--- src/rtl/adc_pkg.sv ---
// Shared types and default geometry for the ADC scan scheduler.
// Holds the sequencer state encoding and SPI frame defaults.
package adc_pkg;

  typedef enum logic [2:0] {
    ST_IDLE,
    ST_SETUP,
    ST_SHIFT,
    ST_HOLD,
    ST_DONE
  } adc_state_e;

  localparam int DEF_SCK_DIV    = 2;
  localparam int DEF_FRAME_BITS = 16;
  localparam int DEF_ADC_BITS   = 12;

endpackage

--- src/rtl/adc_spi_frame.sv ---
// SPI frame engine: SCK divider, bit counter and MSB-first shift register.
// A start pulse launches FRAME_BITS SCK periods; done marks the last cycle.
module adc_spi_frame
  import adc_pkg::*;
#(
  parameter int SCK_DIV    = DEF_SCK_DIV,
  parameter int FRAME_BITS = DEF_FRAME_BITS,
  parameter int ADC_BITS   = DEF_ADC_BITS
) (
  input  logic                clk,
  input  logic                rst_n,
  input  logic                start,
  input  logic                miso,
  output logic                sck,
  output logic                done,
  output logic [ADC_BITS-1:0] data
);

  localparam int BW = $clog2(FRAME_BITS + 1);

  logic                active_q, active_d;
  logic                sck_q, sck_d;
  logic [7:0]          div_q, div_d;
  logic [BW-1:0]       bit_q, bit_d;
  logic [ADC_BITS-1:0] shreg_q, shreg_d;
  logic                tick;
  logic                last;

  assign tick = (div_q == 8'(SCK_DIV - 1));
  assign last = (bit_q == BW'(FRAME_BITS - 1));

  // Only the trailing ADC_BITS bits of the frame are ever kept.
  always_comb begin
    active_d = active_q;
    sck_d    = sck_q;
    div_d    = div_q;
    bit_d    = bit_q;
    shreg_d  = shreg_q;
    done     = 1'b0;
    if (start) begin
      active_d = 1'b1;
      sck_d    = 1'b1;
      div_d    = '0;
      bit_d    = '0;
      shreg_d  = {shreg_q[ADC_BITS-2:0], miso};
    end else if (active_q) begin
      if (tick) begin
        div_d = '0;
        if (sck_q) begin
          sck_d = 1'b0;
        end else if (last) begin
          active_d = 1'b0;
          done     = 1'b1;
        end else begin
          sck_d   = 1'b1;
          bit_d   = bit_q + 1'b1;
          shreg_d = {shreg_q[ADC_BITS-2:0], miso};
        end
      end else begin
        div_d = div_q + 8'd1;
      end
    end
  end

  always_ff @(posedge clk) begin
    if (!rst_n) begin
      active_q <= 1'b0;
      sck_q    <= 1'b0;
      div_q    <= '0;
      bit_q    <= '0;
      shreg_q  <= '0;
    end else begin
      active_q <= active_d;
      sck_q    <= sck_d;
      div_q    <= div_d;
      bit_q    <= bit_d;
      shreg_q  <= shreg_d;
    end
  end

  assign sck  = sck_q;
  assign data = shreg_q;

endmodule

--- src/rtl/adc_scan_scheduler.sv ---
// ADC scan scheduler: manual/periodic request arbitration, frame
// sequencing around the SPI engine, and a hysteretic threshold flag.
module adc_scan_scheduler
  import adc_pkg::*;
#(
  parameter int          SCK_DIV    = DEF_SCK_DIV,
  parameter int          FRAME_BITS = DEF_FRAME_BITS,
  parameter int          ADC_BITS   = DEF_ADC_BITS,
  parameter int          PERIOD     = 1000,
  parameter int unsigned THRESH_HI  = 'h800,
  parameter int unsigned THRESH_LO  = 'h700
) (
  input  logic                clk,
  input  logic                rst_n,
  input  logic                start_conversion,
  input  logic                auto_en,
  input  logic                miso,
  output logic                cs_n,
  output logic                sck,
  output logic [ADC_BITS-1:0] sample,
  output logic                sample_valid,
  output logic                comparison_result,
  output logic                busy,
  output logic                overrun
);

  localparam int TW = (PERIOD > 2) ? $clog2(PERIOD) : 1;
  localparam logic [ADC_BITS-1:0] HI = ADC_BITS'(THRESH_HI);
  localparam logic [ADC_BITS-1:0] LO = ADC_BITS'(THRESH_LO);

  adc_state_e          state_q, state_d;
  logic [7:0]          cnt_q, cnt_d;
  logic [TW-1:0]       timer_q, timer_d;
  logic                sync1_q, sync2_q, prev_q;
  logic                cs_n_q, cs_n_d;
  logic                pend_q, pend_d;
  logic                ovr_q, ovr_d;
  logic [ADC_BITS-1:0] sample_q, sample_d;
  logic                sv_q, sv_d;
  logic                cmp_q, cmp_d;

  logic                man_req;
  logic                auto_req;
  logic                req;
  logic                tick;
  logic                frame_start;
  logic                frame_done;
  logic                frame_sck;
  logic [ADC_BITS-1:0] frame_data;

  assign man_req  = sync2_q & ~prev_q;
  assign auto_req = auto_en && (timer_q == TW'(PERIOD - 1));
  assign req      = man_req | auto_req;
  assign tick     = (cnt_q == 8'(SCK_DIV - 1));

  always_comb begin
    if (!auto_en || auto_req) timer_d = '0;
    else                      timer_d = timer_q + 1'b1;
  end

  always_comb begin
    state_d     = state_q;
    cnt_d       = cnt_q;
    cs_n_d      = cs_n_q;
    pend_d      = pend_q;
    ovr_d       = ovr_q;
    sample_d    = sample_q;
    sv_d        = 1'b0;
    cmp_d       = cmp_q;
    frame_start = 1'b0;
    if (req && state_q inside {ST_SETUP, ST_SHIFT, ST_HOLD}) begin
      if (pend_q) ovr_d  = 1'b1;
      else        pend_d = 1'b1;
    end
    unique case (state_q)
      ST_IDLE: begin
        if (req) begin
          state_d = ST_SETUP;
          cs_n_d  = 1'b0;
          cnt_d   = '0;
        end
      end
      ST_SETUP: begin
        if (tick) begin
          state_d     = ST_SHIFT;
          frame_start = 1'b1;
        end else begin
          cnt_d = cnt_q + 8'd1;
        end
      end
      ST_SHIFT: begin
        if (frame_done) begin
          state_d = ST_HOLD;
          cs_n_d  = 1'b1;
          cnt_d   = '0;
        end
      end
      ST_HOLD: begin
        if (tick) begin
          state_d  = ST_DONE;
          sample_d = frame_data;
          sv_d     = 1'b1;
          if (frame_data >= HI)     cmp_d = 1'b1;
          else if (frame_data < LO) cmp_d = 1'b0;
        end else begin
          cnt_d = cnt_q + 8'd1;
        end
      end
      ST_DONE: begin
        // A fresh request here becomes the new pending one.
        if (pend_q || req) begin
          state_d = ST_SETUP;
          cs_n_d  = 1'b0;
          cnt_d   = '0;
          pend_d  = pend_q && req;
        end else begin
          state_d = ST_IDLE;
        end
      end
      default: state_d = ST_IDLE;
    endcase
  end

  always_ff @(posedge clk) begin
    if (!rst_n) begin
      state_q  <= ST_IDLE;
      cnt_q    <= '0;
      timer_q  <= '0;
      sync1_q  <= 1'b0;
      sync2_q  <= 1'b0;
      prev_q   <= 1'b0;
      cs_n_q   <= 1'b1;
      pend_q   <= 1'b0;
      ovr_q    <= 1'b0;
      sample_q <= '0;
      sv_q     <= 1'b0;
      cmp_q    <= 1'b0;
    end else begin
      state_q  <= state_d;
      cnt_q    <= cnt_d;
      timer_q  <= timer_d;
      sync1_q  <= start_conversion;
      sync2_q  <= sync1_q;
      prev_q   <= sync2_q;
      cs_n_q   <= cs_n_d;
      pend_q   <= pend_d;
      ovr_q    <= ovr_d;
      sample_q <= sample_d;
      sv_q     <= sv_d;
      cmp_q    <= cmp_d;
    end
  end

  adc_spi_frame #(
    .SCK_DIV    (SCK_DIV),
    .FRAME_BITS (FRAME_BITS),
    .ADC_BITS   (ADC_BITS)
  ) u_frame (
    .clk   (clk),
    .rst_n (rst_n),
    .start (frame_start),
    .miso  (miso),
    .sck   (frame_sck),
    .done  (frame_done),
    .data  (frame_data)
  );

  assign cs_n              = cs_n_q;
  assign sck               = frame_sck;
  assign sample            = sample_q;
  assign sample_valid      = sv_q;
  assign comparison_result = cmp_q;
  assign busy              = (state_q != ST_IDLE);
  assign overrun           = ovr_q;

endmodule

--- config.mk ---
export PLATFORM = sky130hd
export DESIGN_NAME = adc_scan_scheduler
export DESIGN_NICKNAME = d
export VERILOG_FILES = /design/src/rtl/adc_pkg.sv /design/src/rtl/adc_spi_frame.sv /design/src/rtl/adc_scan_scheduler.sv
export SDC_FILE = /design/constraint.sdc
export NUM_CORES = 1
export LEC_CHECK = 0
export ABC_AREA = 1
export ABC_CLOCK_PERIOD_IN_PS = 1550
export CORE_MARGIN = 2
export CORE_UTILIZATION = 35
export DETAILED_ROUTE_END_ITERATION = 8
export PLACE_DENSITY = 0.56
export SLEW_MARGIN = 20
export SYNTH_ARGS = -nofsm -noshare
export SYNTH_HDL_FRONTEND = slang
export SYNTH_SLANG_ARGS = --single-unit
--- constraint.sdc ---
create_clock -name clk -period 1.55 [get_ports clk]
set_input_delay 0.155 -clock clk [delete_from_list [all_inputs] [get_ports clk]]
set_output_delay 0.155 -clock clk [all_outputs]
set_load 0.02 [all_outputs]
### I/O pins on the die edge, run 1

Scale: 4 px per µm. Pins as bars across the die edge, other pins in grey.
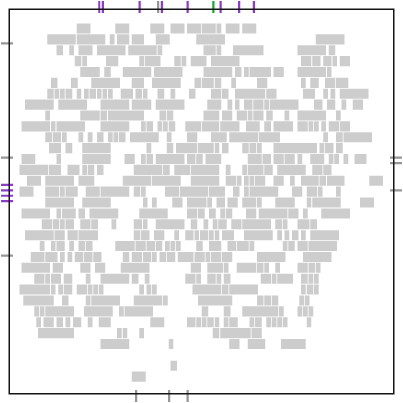
- purple: sample (pins 12; direction output; edge 8 top, 4 left)
- green: comparison_result (pins 1; direction output; edge top)

### Routed clock nets over the placement, run 1

Scale: 4 px per µm.
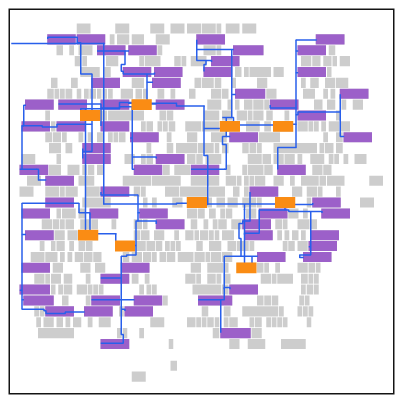
- blue: clock wires (length 822 µm)
- orange: clock-net drivers (count 9)
- purple: flip-flops (count 68)
- routed clock nets: 10

### Gate-type map, run 1

Scale: 4 px per µm.
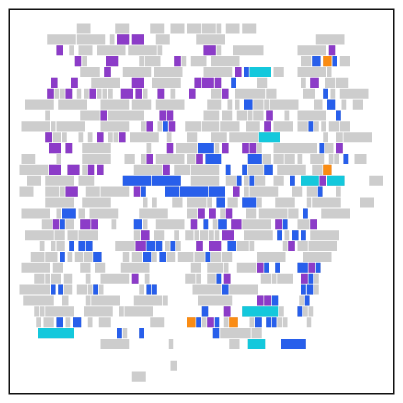
- cyan: fa/ha/maj cells (cells 7)
- purple: aoi and oai cells (cells 78)
- blue: nand cells (cells 81)
- orange: and/or cells (cells 4)

### Routed metal, one colour a layer, run 1

Scale: 3 px per µm. Two of the layers only.
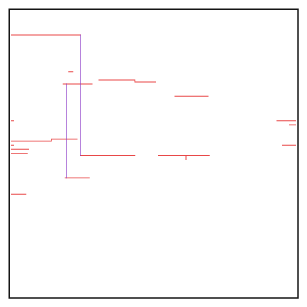
- purple: M4 (wire length 71.4 µm)
- red: M3 (wire length 161 µm)

==> results.py, run 1 <==
# Physical implementation metrics
metrics = {
    "status": {
        "status": "complete, but fails checks",
        "violations": "negative setup slack",
    },
    "critical_path": {
        "cp.arrival_ps": 2050,
        "reg2reg_from": "u_frame.bit_q[0]",
        "cp.depth": 11,
        "worstReg2RegEnd": "state_q[0]",
        "cp_max_fo": 6,
        "crit_path_cell_trace": "ha_2, inv_2, nor3_2, ha_2, inv_2, nor2_4, nand3_2, nand2_2, nand4_1, buf_4, nor2_1",
        "r2r_cells": 11,
        "slowest_stage": "dfxtp_2",
        "worstPathRequired_ps": 1820,
        "cpLargestDelayFamily": "simple AND/OR/NAND/NOR gates",
        "crit_start": "u_frame.bit_q[0]",
        "end_kind": "flop",
        "cp-endpoint": "state_q[0]",
    },
    "layout": {
        "ff_latch_area_um2": 1370,
        "instances_no_fill": 579,
        "clkbuf_count": 10,
        "syn_to_final_growth_pct": 41.2,
        "seq_cell_count": 68,
        "lay_top_count": "dfxtp_1",
        "clockNetworkAreaShare_pct": 4.85,
        "comb_share_pct": 37.6,
        "nNetsFinal": 481,
        "largestClassByArea": "logic gates",
        "finish.utilization_pct": 50.9,
        "final-nonclk-buf-share_pct": 16.7,
        "fin_area_um2": 4160,
        "lay_top_cells": "dfxtp_1 (62), nor2_1 (57), nand2_1 (45)",
        "n_all_inverters": 51,
        "nNonClkBuffers": 76,
        "antenna_cells": 0,
        "logic_area_um2": 1560,
        "fillers": 784,
    },
    "synth": {
        "mux_share_pct": 0,
        "edf_count": 0,
        "simple_gate_share_pct": 27.2,
        "yosys.area.top_type": "dfxtp_1",
        "aoi_share_pct": 13.8,
        "synth_seq_share_pct": 46.2,
        "syn_inst": 389,
        "ys_sh_xor_pct": 1.49,
        "synth-adder-area-share_pct": 2.97,
        "fp_nets": 401,
        "yosysWarnings": 0,
        "top_area_share_pct": 46.2,
        "top_logic_kind": "simple AND/OR/NAND/NOR gates",
        "topCellsByArea": "dfxtp_1 (46%), nor2_1 (8.7%), a21oi_1 (7.1%)",
    },
    "power": {
        "internal-power_uw": 2810,
        "power_density_nw_per_um2": 917,
        "pwr-share-comb_pct": 13.8,
        "pwr-share-seq_pct": 48.2,
        "ir_drop_v": 0.000676,
        "maxPowerGroup": "sequential cells",
    },
    "final_timing": {
        "finalMaxSlewViolations": 0,
        "setup_viol": 28,
        "rsz0062_at_grt": "true",
        "timing.final.ws_setup_ps": -227,
        "maxSlewHeadroom_pct": 67.1,
        "fin_crit_ps": 1780,
    },
    "min_path": {
        "min_delay_path_depth": 3,
        "hold_path_class": "primary input to flop",
        "worst_hold_path.endpoint": "sync1_q",
    },
    "routing": {
        "ant_nets": 0,
        "dr_total_vias": 2697,
        "drt-wirelength-per-cell_um": 11.0,
        "met1_length_mm": 3.08,
        "drt_iter0_drc": 95,
        "dr.pass1.iters": 4,
        "vias_per_cell": 4.66,
        "drc": 0,
    },
    "placement": {
        "place_ws_ps": -280,
        "dp.cells": 548,
    },
    "grt": {
        "met1_usage_pct": 18.6,
        "grt_max_degree": 21,
        "globalRouteOverflowTotal": 0,
        "busiest_layer": "met2",
        "antenna_found_initial": 0,
    },
    "clock_tree": {
        "cts_tree": "built",
        "cts_setup_buffers": 1,
        "cts_inserted_buffers": 9,
        "cts_htree_levels": 3,
        "cts.clk_slew.worst_paths_ps": 70,
    },
    "floorplanning": {
        "pin_count": 23,
        "die_x_um": 95.7,
        "coreArea_um2": 8180,
        "die_area_um2": 9170,
    },
}
==> run 1 -> run 2 <==
Settings changed: ABC_AREA 1 to default.
### Routed metal, one colour a layer, run 2

Scale: 3 px per µm. Two of the layers only.
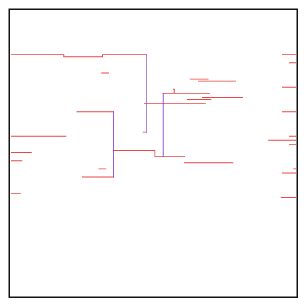
- purple: M4 (wire length 68.7 µm)
- red: M3 (wire length 263 µm)

==> run 2 against run 1 <==
  * The run still ends with negative setup slack left
  * Utilization grew 2.0 points
  * Synthesized area shrank 0.59%
  * Clock power grew 15%
  * Register-to-register slack lost 140 ps
  * Fmax shrank 7.2%
  * Clock-buffer cell count is the same
  * Critical endpoint is now u_frame.data[10]
  * Highest routed layer unchanged
==> results.py, run 2 <==
# Physical implementation metrics
metrics = {
    "layout": {
        "fillers": 787,
        "final-nonclk-buf-share_pct": 19.1,
        "clkbuf_count": 10,
        "ff_latch_area_um2": 1370,
        "syn_to_final_growth_pct": 47.5,
        "comb_share_pct": 40.2,
        "largestClassByArea": "logic gates",
        "instances_no_fill": 541,
        "fin_area_um2": 4320,
        "drive_gt1_share_pct": 34.2,
        "logic_area_um2": 1740,
        "finish.utilization_pct": 52.8,
        "antenna_cells": 0,
        "nNetsFinal": 443,
        "nNonClkBuffers": 94,
        "logic_gate_count": 250,
        "n_all_inverters": 8,
        "lay_top_count": "buf_4",
        "seq_cell_count": 68,
        "clockNetworkAreaShare_pct": 5.19,
        "lay_top_cells": "buf_4 (62), dfxtp_1 (59), a21oi_1 (32)",
    },
    "clock_tree": {
        "postCtsResizedCells": 42,
        "cts_htree_levels": 3,
        "cts_tree": "built",
        "clockRootBuffer": "clkbuf_8",
        "cts_setup_buffers": 4,
        "cts_inserted_buffers": 9,
        "cts.clk_slew.worst_paths_ps": 80,
    },
    "synth": {
        "synth-adder-area-share_pct": 2.99,
        "netlist_area_um2": 2930,
        "syn_inst": 343,
        "synth_seq_share_pct": 46.5,
        "ys_sh_xor_pct": 5.38,
        "fp_nets": 355,
        "edf_count": 0,
        "mux_share_pct": 0,
        "syn-mean-instance-area_um2": 8.54,
        "yosysWarnings": 0,
        "top_logic_kind": "simple AND/OR/NAND/NOR gates",
        "yosys.area.top_type": "dfxtp_1",
        "top_area_share_pct": 46.5,
        "topCellsByArea": "dfxtp_1 (46%), a21oi_1 (6.3%), nand2_1 (4.5%)",
        "simple_gate_share_pct": 25.3,
    },
    "final_timing": {
        "setup_viol": 37,
        "rsz0062_at_grt": "true",
        "maxSlewHeadroom_pct": 70.0,
        "timing.hold.ws_ps": 385,
        "timing.final.ws_setup_ps": -365,
        "finalMaxSlewViolations": 0,
        "fin_crit_ps": 1910,
    },
    "placement": {
        "place_ws_ps": -456,
        "dp.cells": 518,
    },
    "routing": {
        "ant_nets": 0,
        "drt_iter0_drc": 67,
        "met1_length_mm": 3.33,
        "top_layer": "met4",
        "drc": 0,
        "finalWirelength_mm": 7.26,
        "vias_per_cell": 5.11,
        "dr.pass1.iters": 4,
        "dr_total_vias": 2762,
    },
    "floorplanning": {
        "coreArea_um2": 8180,
        "die_x_um": 95.5,
        "fp.dieH_um": 95.5,
        "pin_count": 23,
        "die_area_um2": 9110,
    },
    "power": {
        "pwr-share-seq_pct": 48.1,
        "power_density_nw_per_um2": 852,
        "ir_drop_v": 0.000645,
        "internal-power_uw": 2820,
        "pwr-share-comb_pct": 6.4,
        "maxPowerGroup": "sequential cells",
    },
    "grt": {
        "globalRouteOverflowTotal": 0,
        "grt_max_degree": 28,
        "antenna_found_initial": 0,
        "met1_usage_pct": 20.9,
        "busiest_layer": "met2",
    },
    "min_path": {
        "min_delay_path_depth": 2,
        "worst_hold_path.endpoint": "sync1_q",
        "hold_path_class": "primary input to flop",
    },
    "critical_path": {
        "cp_max_fo": 7,
        "crit_start": "cnt_q[1]",
        "cp.depth": 6,
        "cp-endpoint": "u_frame.data[10]",
        "crit_path_cell_trace": "inv_2, ha_4, or4b_4, or4_4, nand3_2, a21oi_1",
        "cp.arrival_ps": 2140,
        "end_kind": "flop",
        "path_buffers": 1,
        "reg2reg_from": "cnt_q[1]",
        "worstReg2RegEnd": "u_frame.data[10]",
        "cpLargestDelayFamily": "simple AND/OR/NAND/NOR gates",
        "slowest_stage": "or4_4",
    },
    "status": {
        "status": "complete, but fails checks",
        "violations": "negative setup slack",
    },
}
### Routed clock nets over the placement, run 2

Scale: 4 px per µm.
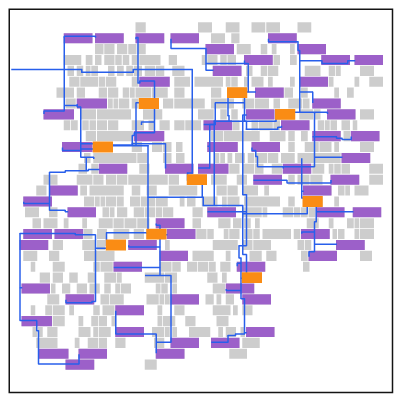
- orange: clock-net drivers (count 9)
- blue: clock wires (length 967 µm)
- purple: flip-flops (count 68)
- flops lie: widely spread
- routed clock nets: 10

Power and IR drop assume default switching activity.
